File: config.mk
export PLATFORM = sky130hd
export DESIGN_NAME = uart_host_rx
export DESIGN_NICKNAME = d
export VERILOG_FILES = /design/src/rtl/uart_pkg.sv /design/src/rtl/uart_rx_fifo.sv /design/src/rtl/uart_host_rx.sv
export SDC_FILE = /design/constraint.sdc
export NUM_CORES = 1
export LEC_CHECK = 0
export CORE_MARGIN = 4
export CORE_UTILIZATION = 28
export CTS_CLUSTER_SIZE = 20
export DETAILED_ROUTE_END_ITERATION = 6
export GPL_TIMING_DRIVEN = 1
export PLACE_DENSITY = 0.42
export SLEW_MARGIN = 20
export SYNTH_ARGS = -nofsm -noshare
export SYNTH_HDL_FRONTEND = slang
export SYNTH_SLANG_ARGS = --single-unit
File: constraint.sdc
create_clock -name clk_clk -period 6.8 [get_ports clk_clk]
set_clock_uncertainty 0.2 [all_clocks]
set_input_delay 1.7 -clock clk_clk [delete_from_list [all_inputs] [get_ports clk_clk]]
set_output_delay 1.7 -clock clk_clk [all_outputs]
set_load 0.01 [all_outputs]
File: src/rtl/uart_pkg.sv
// Shared types and constants for the host-side UART receiver.
// UART_HOST_RX_PARITY_EN adds the PARITY state for 8E1 framing.
package uart_pkg;

    localparam int DATA_W = 8;

`ifdef UART_HOST_RX_PARITY_EN
    typedef enum logic [2:0] {IDLE, START, DATA, PARITY, STOP, BREAK} rx_state_t;
`else
    typedef enum logic [2:0] {IDLE, START, DATA, STOP, BREAK} rx_state_t;
`endif

endpackage

File: src/rtl/uart_rx_fifo.sv
// Received-byte FIFO: no fall-through, a push is accepted when full only alongside a pop.
module uart_rx_fifo
    import uart_pkg::*;
#(
    parameter int DEPTH = 8
) (
    input  logic                     clk,
    input  logic                     rst,
    input  logic                     push,
    input  logic [DATA_W-1:0]        din,
    input  logic                     pop,
    output logic [DATA_W-1:0]        dout,
    output logic                     empty,
    output logic                     full,
    output logic [$clog2(DEPTH):0]   level
);

    localparam int AW = $clog2(DEPTH);

    logic [DATA_W-1:0] mem [DEPTH];
    logic [AW:0]       wr_cnt;
    logic [AW:0]       rd_cnt;
    logic              do_push;
    logic              do_pop;

    // Counts carry one extra bit so the difference distinguishes full from empty.
    assign level   = wr_cnt - rd_cnt;
    assign empty   = (level == '0);
    assign full    = (level == (AW+1)'(DEPTH));
    assign do_pop  = pop && !empty;
    assign do_push = push && (!full || do_pop);
    assign dout    = mem[rd_cnt[AW-1:0]];

    always_ff @(posedge clk) begin
        if (rst) begin
            wr_cnt <= '0;
            rd_cnt <= '0;
        end else begin
            if (do_push) wr_cnt <= wr_cnt + 1'b1;
            if (do_pop)  rd_cnt <= rd_cnt + 1'b1;
        end
    end

    always_ff @(posedge clk) begin
        if (do_push) mem[wr_cnt[AW-1:0]] <= din;
    end

endmodule

File: src/rtl/uart_host_rx.sv
// UART receiver (8N1, or 8E1 when UART_HOST_RX_PARITY_EN is defined) feeding a byte FIFO.
// Sampling is centred on each bit using a DIV-cycle bit timer started mid start-bit.
module uart_host_rx
    import uart_pkg::*;
#(
    parameter int CLK_HZ     = 50000000,
    parameter int BAUD       = 115200,
    parameter int FIFO_DEPTH = 8
) (
    input  logic                          clk_clk,
    input  logic                          reset_reset,
    input  logic                          uart_txd,
    output logic [DATA_W-1:0]             rx_data,
    output logic                          rx_valid,
    input  logic                          rx_ready,
    output logic                          frame_err,
    output logic                          overrun,
    output logic [$clog2(FIFO_DEPTH):0]   fifo_level
);

    localparam int DIV = (CLK_HZ + BAUD / 2) / BAUD;
    localparam int TW  = $clog2(DIV);
    localparam logic [TW-1:0] T_FULL = TW'(DIV - 1);
    localparam logic [TW-1:0] T_HALF = TW'(DIV / 2 - 1);

    logic              sync_p0;
    logic              sync_p1;
    logic              line_d;
    rx_state_t         state;
    logic [TW-1:0]     timer;
    logic [2:0]        bit_cnt;
    logic [DATA_W-1:0] shreg;
    logic              par_err;
    logic              tick;
    logic              push;
    logic              full;
    logic              empty;

    assign tick     = (timer == '0);
    assign push     = (state == STOP) && tick && sync_p1 && !par_err;
    assign rx_valid = !empty;

    always_ff @(posedge clk_clk) begin
        if (reset_reset) begin
            sync_p0   <= 1'b1;
            sync_p1   <= 1'b1;
            line_d    <= 1'b1;
            state     <= IDLE;
            timer     <= '0;
            bit_cnt   <= '0;
            shreg     <= '0;
            par_err   <= 1'b0;
            frame_err <= 1'b0;
            overrun   <= 1'b0;
        end else begin
            // Stage boundary: two-flop synchronizer, then edge-detect history.
            sync_p0   <= uart_txd;
            sync_p1   <= sync_p0;
            line_d    <= sync_p1;
            frame_err <= 1'b0;
            overrun   <= push && full && !(rx_ready && !empty);

            if (state != IDLE && state != BREAK && !tick) timer <= timer - 1'b1;

            case (state)
                IDLE: begin
                    if (line_d && !sync_p1) begin
                        state   <= START;
                        timer   <= T_HALF;
                        bit_cnt <= '0;
                        par_err <= 1'b0;
                    end
                end
                START: begin
                    if (tick) begin
                        if (!sync_p1) begin
                            state <= DATA;
                            timer <= T_FULL;
                        end else begin
                            state <= IDLE;
                        end
                    end
                end
                DATA: begin
                    if (tick) begin
                        shreg <= {sync_p1, shreg[DATA_W-1:1]};
                        timer <= T_FULL;
                        if (bit_cnt == 3'(DATA_W - 1)) begin
`ifdef UART_HOST_RX_PARITY_EN
                            state <= PARITY;
`else
                            state <= STOP;
`endif
                        end else begin
                            bit_cnt <= bit_cnt + 1'b1;
                        end
                    end
                end
`ifdef UART_HOST_RX_PARITY_EN
                PARITY: begin
                    if (tick) begin
                        par_err <= sync_p1 ^ (^shreg);
                        timer   <= T_FULL;
                        state   <= STOP;
                    end
                end
`endif
                STOP: begin
                    if (tick) begin
                        // A parity error reports at the stop sample; a low stop bit means a break may follow.
                        if (!sync_p1) begin
                            frame_err <= 1'b1;
                            state     <= BREAK;
                        end else begin
                            frame_err <= par_err;
                            state     <= IDLE;
                        end
                    end
                end
                BREAK: begin
                    if (sync_p1) state <= IDLE;
                end
                default: state <= IDLE;
            endcase
        end
    end

    uart_rx_fifo #(
        .DEPTH (FIFO_DEPTH)
    ) u_fifo (
        .clk   (clk_clk),
        .rst   (reset_reset),
        .push  (push),
        .din   (shreg),
        .pop   (rx_ready),
        .dout  (rx_data),
        .empty (empty),
        .full  (full),
        .level (fifo_level)
    );

endmodule

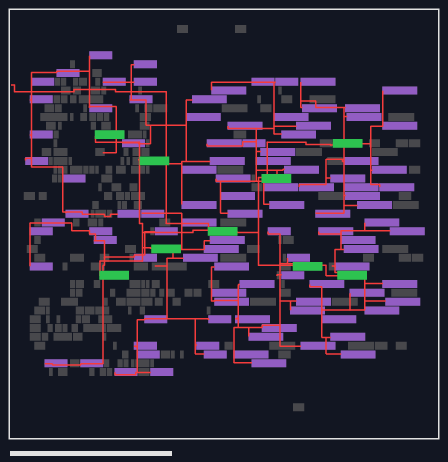
Figure 1: routed clock nets over the placement.
Scale bar: 50 µm.
Green is clock drivers, count 9. Purple is flip-flops, count 103. Red is clock wires, length 1360 µm.
There are 10 routed clock nets.
clock power share: 30.1%
clock-net power: 0.529 mW
Late-Pin Clk Latency: 0.34 ns

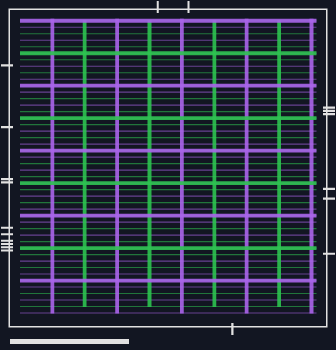
Figure 2: power grid.
Scale bar: 50 µm. Pins as bars on the die edge.
Purple is VSS. Green is VDD.
46 met1 rails follow the rows. 19 signal pins sit on the boundary. 9 straps on met4. 9 straps on met5. The core has 45 rows.
Die X: 132 µm
Die H: 132 µm
core region area: 15200 µm²
peak supply drop: 0.188 mV

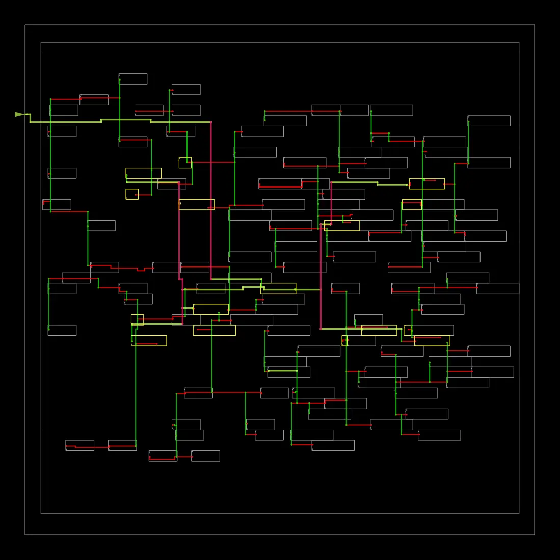
Figure 3: the clock network.
clk_buf instances: 10
number of CTS-inserted buffers: 9

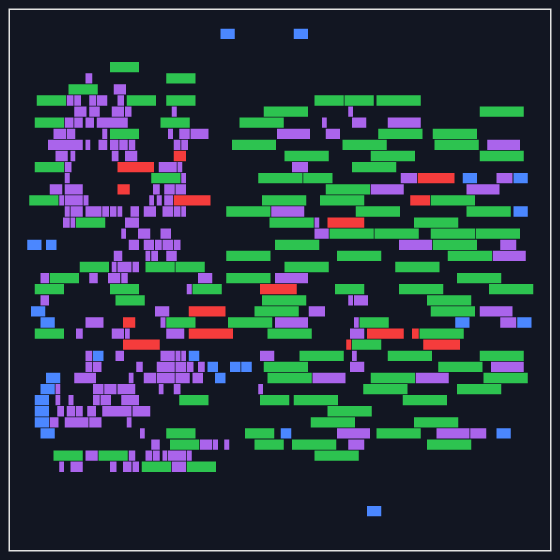
Figure 4: cell classes on the final placement.
Blue is other buffers and delay cells, cells 26, share of their area 5.0%. Purple is combinational and other logic, cells 188, share of their area 33%. Green is flops, cells 103, share of their area 56%. Red is clock drivers and dummy loads, cells 16, share of their area 6.3%.
final design instance area without fill: 5070 µm²
final core occ: 33.3%
flop share of the area: 53.3%

==> impl_metrics.tcl <==
# implementation run metrics
set metrics [dict create \
    synthXorXnorAreaFrac_pct 2.43 \
    outcome "finished clean" \
    synth.area.top_cells "edfxtp_1 44%, dfxtp_1 18%, mux4_2 8.3%" \
    fillCellCount 1497 \
    post_route_cells_drive_above_1_share_pct 18.3 \
    worst_path_most_repeated_cell "a21oi_1" \
    regArea_um2 2700 \
    crit_path_start_kind "register" \
    port_buffers 18 \
    grt_start_max_net_pins 39 \
    clkSinkCount 103 \
    slowest_stage "dfxtp_1" \
    detail_route.drc_violations 0 \
    most_common_cell "edfxtp_1" \
    worst_path_dominant_cell_family "simple AND/OR/NAND/NOR gates" \
    regToRegSetupSlack_ns 3.40 \
    clock_transition_at_the_register_clock_pins_on_the_worst_setup_and_hold_paths_after_cts_ns 0.07 \
    mappedNetlistNets 320 \
    inverters_excl_clock 9 \
    met1_usage_pct 14.2 \
]
Power figures rest on the tool's default switching activity, not on a simulated workload.
